<file path="config.mk">
export PLATFORM = sky130hd
export DESIGN_NAME = spi_slave
export DESIGN_NICKNAME = d
export VERILOG_FILES = /design/src/rtl/spi_slave.sv
export SDC_FILE = /design/constraint.sdc
export NUM_CORES = 1
export LEC_CHECK = 0
export CAP_MARGIN = 20
export CORE_ASPECT_RATIO = 0.75
export CORE_MARGIN = 2
export CORE_UTILIZATION = 58
export CTS_BUF_LIST = sky130_fd_sc_hd__clkbuf_8
export DETAILED_ROUTE_END_ITERATION = 16
export GPL_TIMING_DRIVEN = 1
export PLACE_DENSITY = 0.86
export SLEW_MARGIN = 20
export SYNTH_ARGS = -nofsm -noshare
export SYNTH_HDL_FRONTEND = slang
export SYNTH_SLANG_ARGS = --single-unit
</file>
<file path="constraint.sdc">
create_clock -name clk -period 4.4 [get_ports clk]
set_input_delay 0.88 -clock clk [delete_from_list [all_inputs] [get_ports clk]]
set_output_delay 0.88 -clock clk [all_outputs]
set_load 0.1 [all_outputs]
</file>
<file path="src/rtl/spi_slave.sv">
// spi_slave: SPI target controller, all four CPOL/CPHA modes, MSB-first
// 8-bit full-duplex transfers with back-to-back bytes under one ss_n low.
// Pins are oversampled in the clk domain through SYNC_STAGES flops.
// Optional feature macro: SPI_SLAVE_OVERRUN_EN (sticky rx_overrun flag).
module spi_slave #(
  parameter int unsigned SYNC_STAGES = 2
) (
  input  logic       clk,
  input  logic       reset,
  input  logic       cpol,
  input  logic       cpha,
  input  logic [7:0] tx_data,
  input  logic       tx_load,
  output logic       tx_ready,
  output logic [7:0] rx_data,
  output logic       rx_valid,
  input  logic       rx_ack,
  output logic       rx_overrun,
  output logic       busy,
  input  logic       sclk,
  input  logic       mosi,
  input  logic       ss_n,
  output logic       miso,
  output logic       miso_oe
);

  localparam logic [0:0] ST_IDLE   = 1'b0;
  localparam logic [0:0] ST_ACTIVE = 1'b1;

  logic [0:0]             state;
  logic [SYNC_STAGES-1:0] sclk_sync, ss_n_sync, mosi_sync;
  logic                   sclk_s, ss_n_s, mosi_s;
  logic                   sclk_d, ss_n_d;
  logic [2:0]             bit_cnt;
  logic [7:0]             rx_shift;
  logic [7:0]             tx_byte;
  logic [7:0]             tx_buf;
  logic [7:0]             load_byte;
  logic                   lead_edge, trail_edge, sample_edge, out_edge;
  logic                   ss_fall, ss_rise;
  logic                   byte_done, byte_load;

  assign sclk_s = sclk_sync[SYNC_STAGES-1];
  assign ss_n_s = ss_n_sync[SYNC_STAGES-1];
  assign mosi_s = mosi_sync[SYNC_STAGES-1];
  assign busy   = (state == ST_ACTIVE);

  // Pin synchronizers plus one delay stage on sclk/ss_n for edge detection
  always_ff @(posedge clk or posedge reset) begin
    if (reset) begin
      sclk_sync <= '0;
      ss_n_sync <= '0;
      mosi_sync <= '0;
      sclk_d    <= 1'b0;
      ss_n_d    <= 1'b0;
    end else begin
      sclk_sync <= {sclk_sync[SYNC_STAGES-2:0], sclk};
      ss_n_sync <= {ss_n_sync[SYNC_STAGES-2:0], ss_n};
      mosi_sync <= {mosi_sync[SYNC_STAGES-2:0], mosi};
      sclk_d    <= sclk_s;
      ss_n_d    <= ss_n_s;
    end
  end

  // Edge classification relative to the idle clock level, and byte events
  always_comb begin
    lead_edge   = (sclk_s != cpol) && (sclk_d == cpol);
    trail_edge  = (sclk_s == cpol) && (sclk_d != cpol);
    sample_edge = cpha ? trail_edge : lead_edge;
    out_edge    = cpha ? lead_edge : trail_edge;
    ss_fall     = ss_n_d && !ss_n_s;
    ss_rise     = !ss_n_d && ss_n_s;
    byte_done   = (state == ST_ACTIVE) && !ss_rise && sample_edge && (bit_cnt == 3'd7);
    byte_load   = ((state == ST_IDLE) && ss_fall) || byte_done;
    load_byte   = tx_ready ? 8'h00 : tx_buf;
  end

  // Transaction FSM: bit counter, shift registers and MISO drive
  always_ff @(posedge clk or posedge reset) begin
    if (reset) begin
      state    <= ST_IDLE;
      bit_cnt  <= '0;
      rx_shift <= '0;
      tx_byte  <= '0;
      miso     <= 1'b0;
      miso_oe  <= 1'b0;
    end else begin
      case (state)
        ST_IDLE: begin
          bit_cnt <= '0;
          miso    <= 1'b0;
          miso_oe <= 1'b0;
          if (ss_fall) begin
            tx_byte <= load_byte;
            miso    <= load_byte[7];
            miso_oe <= 1'b1;
            state   <= ST_ACTIVE;
          end
        end
        ST_ACTIVE: begin
          if (ss_rise) begin
            state    <= ST_IDLE;
            bit_cnt  <= '0;
            rx_shift <= '0;
            miso     <= 1'b0;
            miso_oe  <= 1'b0;
          end else if (sample_edge) begin
            rx_shift <= {rx_shift[6:0], mosi_s};
            bit_cnt  <= bit_cnt + 3'd1;
            if (byte_done) tx_byte <= load_byte;
          end else if (out_edge) begin
            // bit_cnt is 0 on the first cpha=1 leading edge, re-driving bit 7
            miso <= tx_byte[3'd7 - bit_cnt];
          end
        end
        default: state <= ST_IDLE;
      endcase
    end
  end

  // One-entry TX buffer; a host write wins the slot over a concurrent drain
  always_ff @(posedge clk or posedge reset) begin
    if (reset) begin
      tx_buf   <= '0;
      tx_ready <= 1'b1;
    end else if (tx_load && tx_ready) begin
      tx_buf   <= tx_data;
      tx_ready <= 1'b0;
    end else if (byte_load) begin
      tx_ready <= 1'b1;
    end
  end

  // Received byte register and valid handshake
  always_ff @(posedge clk or posedge reset) begin
    if (reset) begin
      rx_data  <= '0;
      rx_valid <= 1'b0;
    end else if (byte_done) begin
      rx_data  <= {rx_shift[6:0], mosi_s};
      rx_valid <= 1'b1;
    end else if (rx_ack) begin
      rx_valid <= 1'b0;
    end
  end

`ifdef SPI_SLAVE_OVERRUN_EN
  // Sticky overrun: set by an unacknowledged overwrite, ack takes priority
  always_ff @(posedge clk or posedge reset) begin
    if (reset) begin
      rx_overrun <= 1'b0;
    end else if (rx_ack) begin
      rx_overrun <= 1'b0;
    end else if (byte_done && rx_valid) begin
      rx_overrun <= 1'b1;
    end
  end
`else
  assign rx_overrun = 1'b0;
`endif

endmodule

</file>
### PDN straps and rails, run 1

Bar = 20 um. Pins as bars on the die edge.
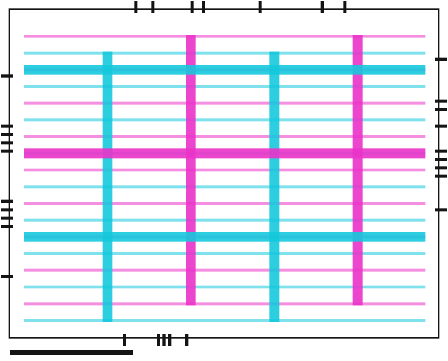
- VSS: cyan
- VDD: magenta
- rows: 17
- met4 straps: 4
- met1 rails: 18
- met5 straps: 3
- signal pins: 31

### Placed cells, one color a class, run 1

Bar = 20 um.
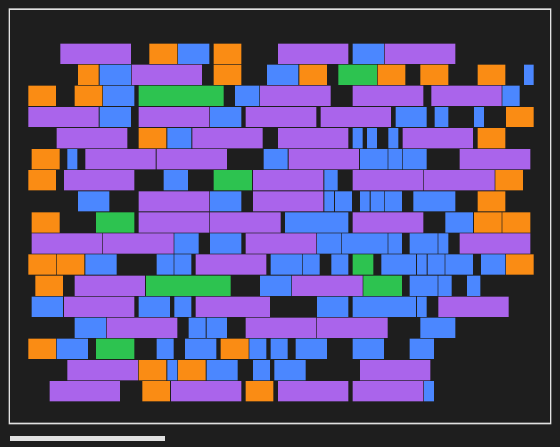
- clock drivers and dummy loads: green (cells 8; share of their area 6.0%)
- remaining buffers and delay cells: orange (cells 30; share of their area 13%)
- registers: purple (cells 47; share of their area 51%)
- remaining logic cells: blue (cells 79; share of their area 30%)
final cell utilization of the core: 77.4%
Placeable Area: 3020 um2
fraction of area in registers: 50.3%

### Clock distribution, run 1

Bar = 20 um.
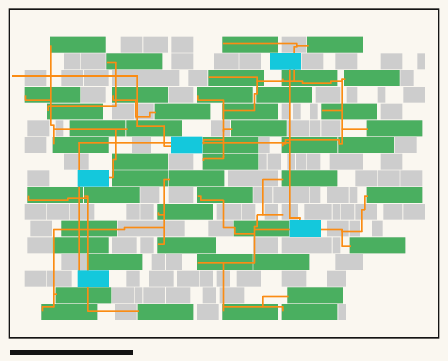
- flip-flops: green (count 47)
- clock wires: orange (length 496 um)
- clock-net drivers: cyan (count 5)
- routed clock nets: 6

### Signal wires by layer, run 1

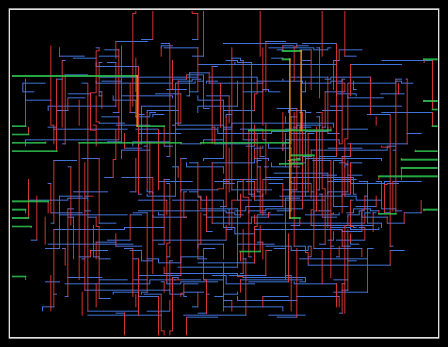
- M2: red (wire length 1660 um)
- M3: green (wire length 154 um)
- M1: blue (wire length 1550 um)
- M4: orange (wire length 46.9 um)
total via count in the routed design: 1139
total wire length after detailed routing: 3.41 mm
post-detailed-route wirelength per cell: 16.9 um

==> notes.md, run 1 <==
Notes from the flow run.

Flow run:
- The run gives the reported max-cap violation count as 0.
- The run puts the number of warning messages in the logs at 26.

Clock tree:
- The run gives the buffer cell driving the clock tree root as clkbuf_8.
- The run puts the insertion delay of the later-clocked pin in the worst-skew pair at 0.30 ns.
- The run puts the clock transition at the registers of the reported paths at 0.09 ns.
- The run gives the maximum root-to-sink buffer count as 2.
- The run puts the number of clock sinks seen by CTS at 47.
- In this run, post-CTS hold repair placed 0 buffers.
- The number of setup buffers added after CTS is 0.
- The run gives the H-tree level count as 2.
- TritonCTS built the clock tree.
- The run puts the post-cts gate resize count at 0.
- The run gives the TritonCTS buffer count as 5.

Timing:
- Setup repair after global routing left no endpoint under its margin.
- The run gives the post-route fraction of the period consumed by the critical path as 67.6%.
- The run gives the setup TNS as 0 ns.
- Counting endpoints that fail hold in the final report gives 0.
- The run gives the count of pins over their slew limit as 0.
- The run gives the final worst slack as 1.43 ns.
- Clock skew on the completed layout was measured at 0.00790 ns.
- The run puts the number of endpoints failing setup at the final stage at 0.
- The run puts the final critical delay including setup and external delays at 2.97 ns.
- Checking max transition, the worst relative margin is 34.9%.
- Final hold analysis gives a worst-case slack of 0.353 ns.
- The pin closest to its max-slew limit shows a slew of 0.973 ns.
- Based on the critical path, the design can be clocked at up to 336 MHz.

Power and ir drop:
- The run puts the fraction of power consumed by the clock network at 29.9%.
- Per the summary, power density relative to cell area is 531 nW/um2.
- Internal power comes to 0.889 mW.
- The flow reports power dissipated in the clock network as 0.371 mW.
- In this run, power in combinational logic comes to 0.287 mW.
- The run puts the highest ir drop seen on vdd at 0.385 mV.
- The run puts the power share of the combinational group at 23.1%.
- The run gives the part of the total power dissipated in sequential elements as 47.0%.
- The run gives the reported net switching power as 0.353 mW.
- The completed layout was analyzed and its total power is 1.24 mW.
- The run puts the power consumed by sequential cells at 0.584 mW.
- The run gives the top power group as sequential cells.
- The switching portion of total power comes to 28.4%.
- The run gives the leakage power summed over all cells as 1.05 nW.

Placed design:
- The run puts the HPWL after detailed placement at 2.45 mm.
- Setup slack on the worst path after placement came out at 1.44 ns.
- After its last routability iteration, the placer logged a weighted congestion of 0.769.
- The run gives the number of port buffers as 29.
- The run gives the number of placed instances with taps included as 194.
- The run gives the total placed instance area as 2200 um2.

Synthesis:
- The run puts the count of cell types in the netlist at 26.
- The run gives the flop and latch count out of synthesis as 47.
- The run puts the cell count listed in synth_stat.txt at 129.
- After synthesis the cells add up to 1880 um2.
- In the synthesized netlist, the cells that appear most often are dfrtp_1 (46), mux2_2 (24), nor2b_1 (9), a22o_1 (7), nand2_1 (7).
- The synthesis report lists the most area-consuming cells as dfrtp_1 (61%), mux2_2 (14%), a22o_1 (3.3%).
- The run gives the main flop type as dfrtp_1.
- The run puts the net count after synthesis at 148.
- The run gives the library cell occupying the most area in the post-synthesis netlist as dfrtp_1.
- The run gives the average size of a mapped cell as 14.5 um2.
- The run puts the chip area line of the yosys report at 1880 um2.
- The run gives the share of synthesized registers carrying an async set or reset as 100%.
- During synthesis, Yosys emitted a total of 0 warnings.
- Summed over its instances, the top area cell type makes up 61.4% of the synthesized netlist area.
- The run gives the fraction of the yosys area taken by sequential cells as 62.8%.
- The run gives the post-synthesis cell count as 129.
- The run gives the post-synth tally of flip-flops with integrated enable as 0.

Routing:
- The run puts the ratio of routed vias to standard cells at 5.64.
- The run gives the met3 wirelength from detailed routing as 153 um.
- The run gives the remaining routing DRC violations as 0.
- The run gives the top layer used by detailed routing as met4.
- The run puts the first-pass iteration count of the detailed router at 5.
- The run gives the met2 layer wire length in the routed design as 1.66 mm.
- The run gives the routed metal-1 wire length as 1.55 mm.
- The run gives the remaining number of nets flagged by the antenna check after routing as 0.
- Per the log, the first TritonRoute iteration ended with a DRC count of 55.

Global routing:
- Looking at the global route congestion table, the highest-usage layer is met2.
- The first global-routing pass estimated 5.86 mm of wire.
- The run gives the met1 routing resource usage after global routing as 26.1%.
- The run gives the maximum number of pins on one net before global-route repair as 48.
- The run gives the number of global-route vias before repair as 1255.
- Routing resource usage on met3 recorded by global route was 5.33%.
- The global routing report lists combined usage of all routing layers as 21.5%.
- The run puts the met2 usage in global routing at 37.7%.
- The run gives the overall overflow remaining after global route as 0.
- The run gives the number of antenna violations at the first check in global routing as 0.

Worst setup path:
- The run gives the arrival time of the worst setup path as 2.09 ns.
- The capture point of the critical path was reported as tx_ready.
- Along the worst path, the maximum fanout reaches 11.
- The STA report counts the stages on the worst setup path as 1.
- The worst register-to-register path ends at rx_data[3].
- The run gives the critical path data required time as 3.52 ns.
- The run gives the top cell family by delay on the critical path as buffers and inverters.
- In this run the register-to-register setup slack is 2.50 ns.
- STA classifies the critical path endpoint as an output pin.
- The run gives the longest individual stage delay on the worst path as 1.17 ns.
- The cell sequence reported for the critical path is clkdlybuf4s50_1.
- Looking at the reg2reg group, the worst path starts from bit_cnt[1].
- The run gives the buffer and inverter count on the worst path as 1.
- According to the timing report, the critical path is launched from tx_ready.

Finish:
- The run puts the final instance count without filler cells at 202.
- The final antenna diode tally reported by the flow is 0.
- The largest registers in the layout are rx_data (8), tx_buf (8), tx_byte (8).
- The most common logic cells in the final layout are dfrtp_1 (46), clkdlybuf4s50_1 (29), mux2_2 (24).
- The run gives the most frequent logic cell in the layout as dfrtp_1.
- The layout summary lists the proportion of cells stronger than drive strength 1 as 23.8%.
- The run puts the layout net count at 182.
- From synthesis to final layout, the design area changed by 24.7%.
- The run gives the cell area after layout as 2340 um2.

Worst hold path:
- In this run the worst hold path is classified as reg2reg.
- The worst hold path was traced through 0 stages.
- Per the hold report, the tightest min-delay path originates at sclk_sync[0].

Floorplanning:
- The floorplan report gives the top-level pin count as 31.
- The run puts the horizontal die dimension at 69.7 um.
- The run puts the floorplan core density at 62.1%.
- The die is 53.2 um tall.
- For reference, the placement row count at floorplan is 17.
- The run puts the overall die area at 3710 um2.

Status:
- The flow ran to the end, and the final reports show no timing, DRC or antenna violations.
## run 1: cells by family after synthesis
family / count (synthesis) / synth area share (%)
simple gates: 25 / 7.00
fa+ha+maj: 2 / 1.33
other cells: 1 / 0.200
flops: 47 / 62.8
compound gates: 16 / 6.94
mux: 30 / 19.2
xor+xnor: 2 / 0.934
buf+inv: 6 / 1.60
## run 1: cell type report
| class | count | area, um2 |
|---|---|---|
| Clock inverter | 3 | 67.6 |
| Fill cell | 186 | 682 |
| Inverter | 3 | 11.3 |
| Timing Repair Buffer | 30 | 298 |
| Sequential cell | 47 | 1180 |
| Clock buffer | 5 | 68.8 |
| Multi-Input combinational cell | 76 | 668 |
| Tap cell | 38 | 47.5 |
==> run 2, diff against run 1 <==
CORE_UTILIZATION = 49   (was 58)
PLACE_DENSITY = 0.77   (was 0.86)
clock period = 2.6 ns   (was 4.4 ns; I/O delays follow)
### Track usage over the die, run 2

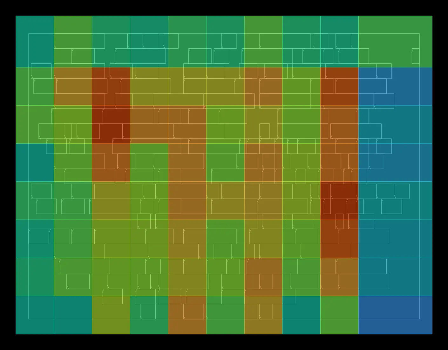
total global routing track utilization: 16.9%
met3 global-route usage: 5.48%
GRT busiest layer: met2

### Placed cells, one color a class, run 2

Bar = 20 um.
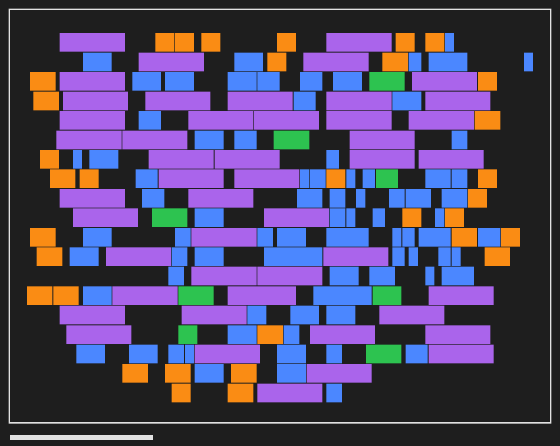
- registers: purple (cells 47; share of their area 53%)
- remaining logic cells: blue (cells 79; share of their area 30%)
- clock drivers and dummy loads: green (cells 8; share of their area 4.3%)
- remaining buffers and delay cells: orange (cells 33; share of their area 13%)

==> run 2 against run 1 <==
  * Combinational power is 66% higher
  * Synthesized cell count unchanged
  * First-iteration DRC count shrank 20%
  * Wire length fell by 7.6%
  * Cell count up 8.4%
  * Die area is 17% higher
  * Cell area down 1.4%
  * Total power grew 55%
  * Worst setup slack got worse by 0.98 ns
  * Sequential power rose by 69%
==> notes.md, run 2 <==
Notes from the flow run.

Floorplanning:
- The I/O pin count came to 31 (unchanged).
- The run puts the overall die area at 4340 um2 (was 3710 um2).
- The floorplan core density was 51.2% (was 62.1%).

Synthesis:
- The fraction of the yosys area taken by sequential cells is 62.8% (unchanged).
- The run puts the share of Yosys cell area claimed by the top area cell type at 61.4% (unchanged).
- The run puts the chip area line of the yosys report at 1880 um2 (unchanged).
- The run gives the average size of a mapped cell as 14.5 um2 (unchanged).
- Commonest cells in the netlist: dfrtp_1 (46), mux2_2 (24), nor2b_1 (9), a22o_1 (7), nand2_1 (7) (unchanged).
- The run puts the count of cell types in the netlist at 26 (unchanged).
- The run gives the net count after synthesis as 148 (unchanged).
- The run gives the library cell occupying the most area in the post-synthesis netlist as dfrtp_1 (unchanged).
- The run puts the adder-cell share of the synthesized area at 1.33% (unchanged).
- The run puts the xor/xnor cell area share of the yosys netlist at 0.934% (unchanged).
- Most area-consuming cells after synthesis: dfrtp_1 (61%), mux2_2 (14%), a22o_1 (3.3%) (unchanged).
- The main flop type is dfrtp_1 (unchanged).
- The simple-gate share of the synthesized area came to 7.00% (unchanged).
- The run gives the combinational family with the most area after synthesis as multiplexers (unchanged).
- The run puts the share of synthesized registers carrying an async set or reset at 100% (unchanged).
- The run gives the flop and latch count out of synthesis as 47 (unchanged).

Timing:
- The run puts the number of hold violations in the final report at 0 (unchanged).
- The setup TNS came to 0 ns (unchanged).
- The run puts the number of endpoints failing setup at the final stage at 0 (unchanged).
- The run gives the final hold slack as 0.360 ns (was 0.353 ns).
- The highest clock rate this design can be run at is 465 MHz.
- The run puts the relative slew slack at 62.3% (was 34.9%).

Finish:
- Most common logic cells in the final layout: dfrtp_1 (46), mux2_2 (24), buf_4 (17) (was dfrtp_1 (46), clkdlybuf4s50_1 (29), mux2_2 (24)).
- The cell area after layout was 2310 um2 (was 2340 um2).
- The most frequent logic cell in the layout is dfrtp_1 (unchanged).
- The final standard cell utilization of the core was 63.0% (was 77.4%).
- The run puts the area overhead of the layout relative to synthesis at 22.9% (was 24.7%).

Global routing:
- The run gives the met2 usage in global routing as 26.2% (was 37.7%).
- The number of antenna violations at the first check in global routing was 0 (unchanged).
- The global-route wire length before repair was 5.32 mm (was 5.86 mm).
- The run puts the number of global-route vias before repair at 1128 (was 1255).
- The overall overflow remaining after global route is 0 (unchanged).
- The maximum number of pins on one net before global-route repair came to 48 (unchanged).
- The run puts the met1 routing resource usage after global routing at 22.2% (was 26.1%).

Worst hold path:
- The run puts the count of cells along the worst hold path at 0 (unchanged).
- The worst hold path startpoint is ss_n_sync[0] (was sclk_sync[0]).

Power and ir drop:
- The power per cell area was 834 nW/um2 (was 531 nW/um2).
- The run gives the power after layout as 1.92 mW (was 1.24 mW).

Worst setup path:
- Cell-by-cell listing of the critical path: clkdlybuf4s50_1 > xor2_1 > mux2_4 > o21ai_4 > mux2_2 (was clkdlybuf4s50_1).
- The run gives the terminus of the critical flop-to-flop path as rx_data[7] (was rx_data[3]).
- The run puts the count of cell instances traversed by the critical path at 5 (was 1).
- The run gives the longest individual stage delay on the worst path as 0.47 ns (was 1.17 ns).
- The run gives the critical path data required time as 2.79 ns (was 3.52 ns).
- The run gives the buffer and inverter count on the worst path as 1 (unchanged).
- The run gives the end point of the critical path as tx_byte[5] (was tx_ready).
- The launching instance or port of the critical path is cpha (was tx_ready).

Flow run:
- The run puts the number of warning messages in the logs at 26 (unchanged).

Status:
- Run status: completed (unchanged).

Clock tree:
- The total of hold buffers inserted after clock tree synthesis is 0 (unchanged).
- The run puts the post-cts gate resize count at 0 (unchanged).
- The run puts the TritonCTS buffer count at 5 (unchanged).
- The setup fix buffers added after clock tree synthesis came to 0 (unchanged).
- The run puts the H-tree level count at 2 (unchanged).
- The TritonCTS clock tree was built (unchanged).

Routing:
- The detailed-route wire length per cell is 14.4 um (was 16.9 um).
- The remaining routing DRC violations is 0 (unchanged).
- The run gives the via count as 1110 (was 1139).
- The aggregate routed wire length came to 3.15 mm (was 3.41 mm).
- The first-pass iteration count of the detailed router came to 3 (was 5).
- The met2 layer wire length in the routed design was 1.51 mm (was 1.66 mm).
- The top layer used by detailed routing is met4 (unchanged).

Placed design:
- The run puts the HPWL after detailed placement at 2.34 mm (was 2.45 mm).
### PDN straps and rails, run 2

Bar = 20 um. Pins as bars on the die edge.
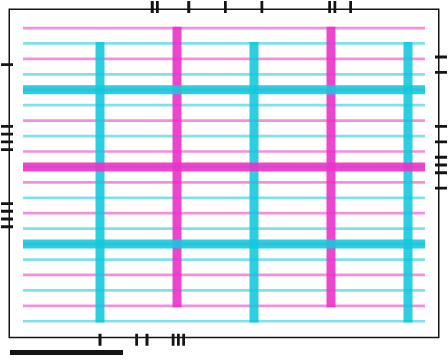
- VDD: magenta
- VSS: cyan
- met4 straps: 5
- met1 rails: 20
- met5 straps: 3
- signal pins: 31
maximum vdd drop: 0.481 mV
Chip Width: 75.4 um
Placeable Area: 3660 um2
y dimension of the die: 57.6 um

==> run 2: cell type report <==
type | count | area, um2 | share of cell area (%)
well taps | 52 | 65.1 | 2.82
flip-flops and latches | 47 | 1180 | 51.1
inverters | 3 | 11.3 | 0.488
repair buffers | 33 | 288 | 12.5
multi-input cells | 76 | 668 | 29.0
clock buffers | 5 | 68.8 | 2.98
clock inverters | 3 | 27.5 | 1.19
==> run 2: power breakdown <==
part	internal, mW	total [mW]	switching [mW]	leakage (nW)
sequential	0.887	0.988	0.101	0.599
clock	0.199	0.461	0.262	0.0467
combinational	0.234	0.475	0.241	0.429
total	1.32	1.92	0.604	1.07
Power and IR drop assume default switching activity.
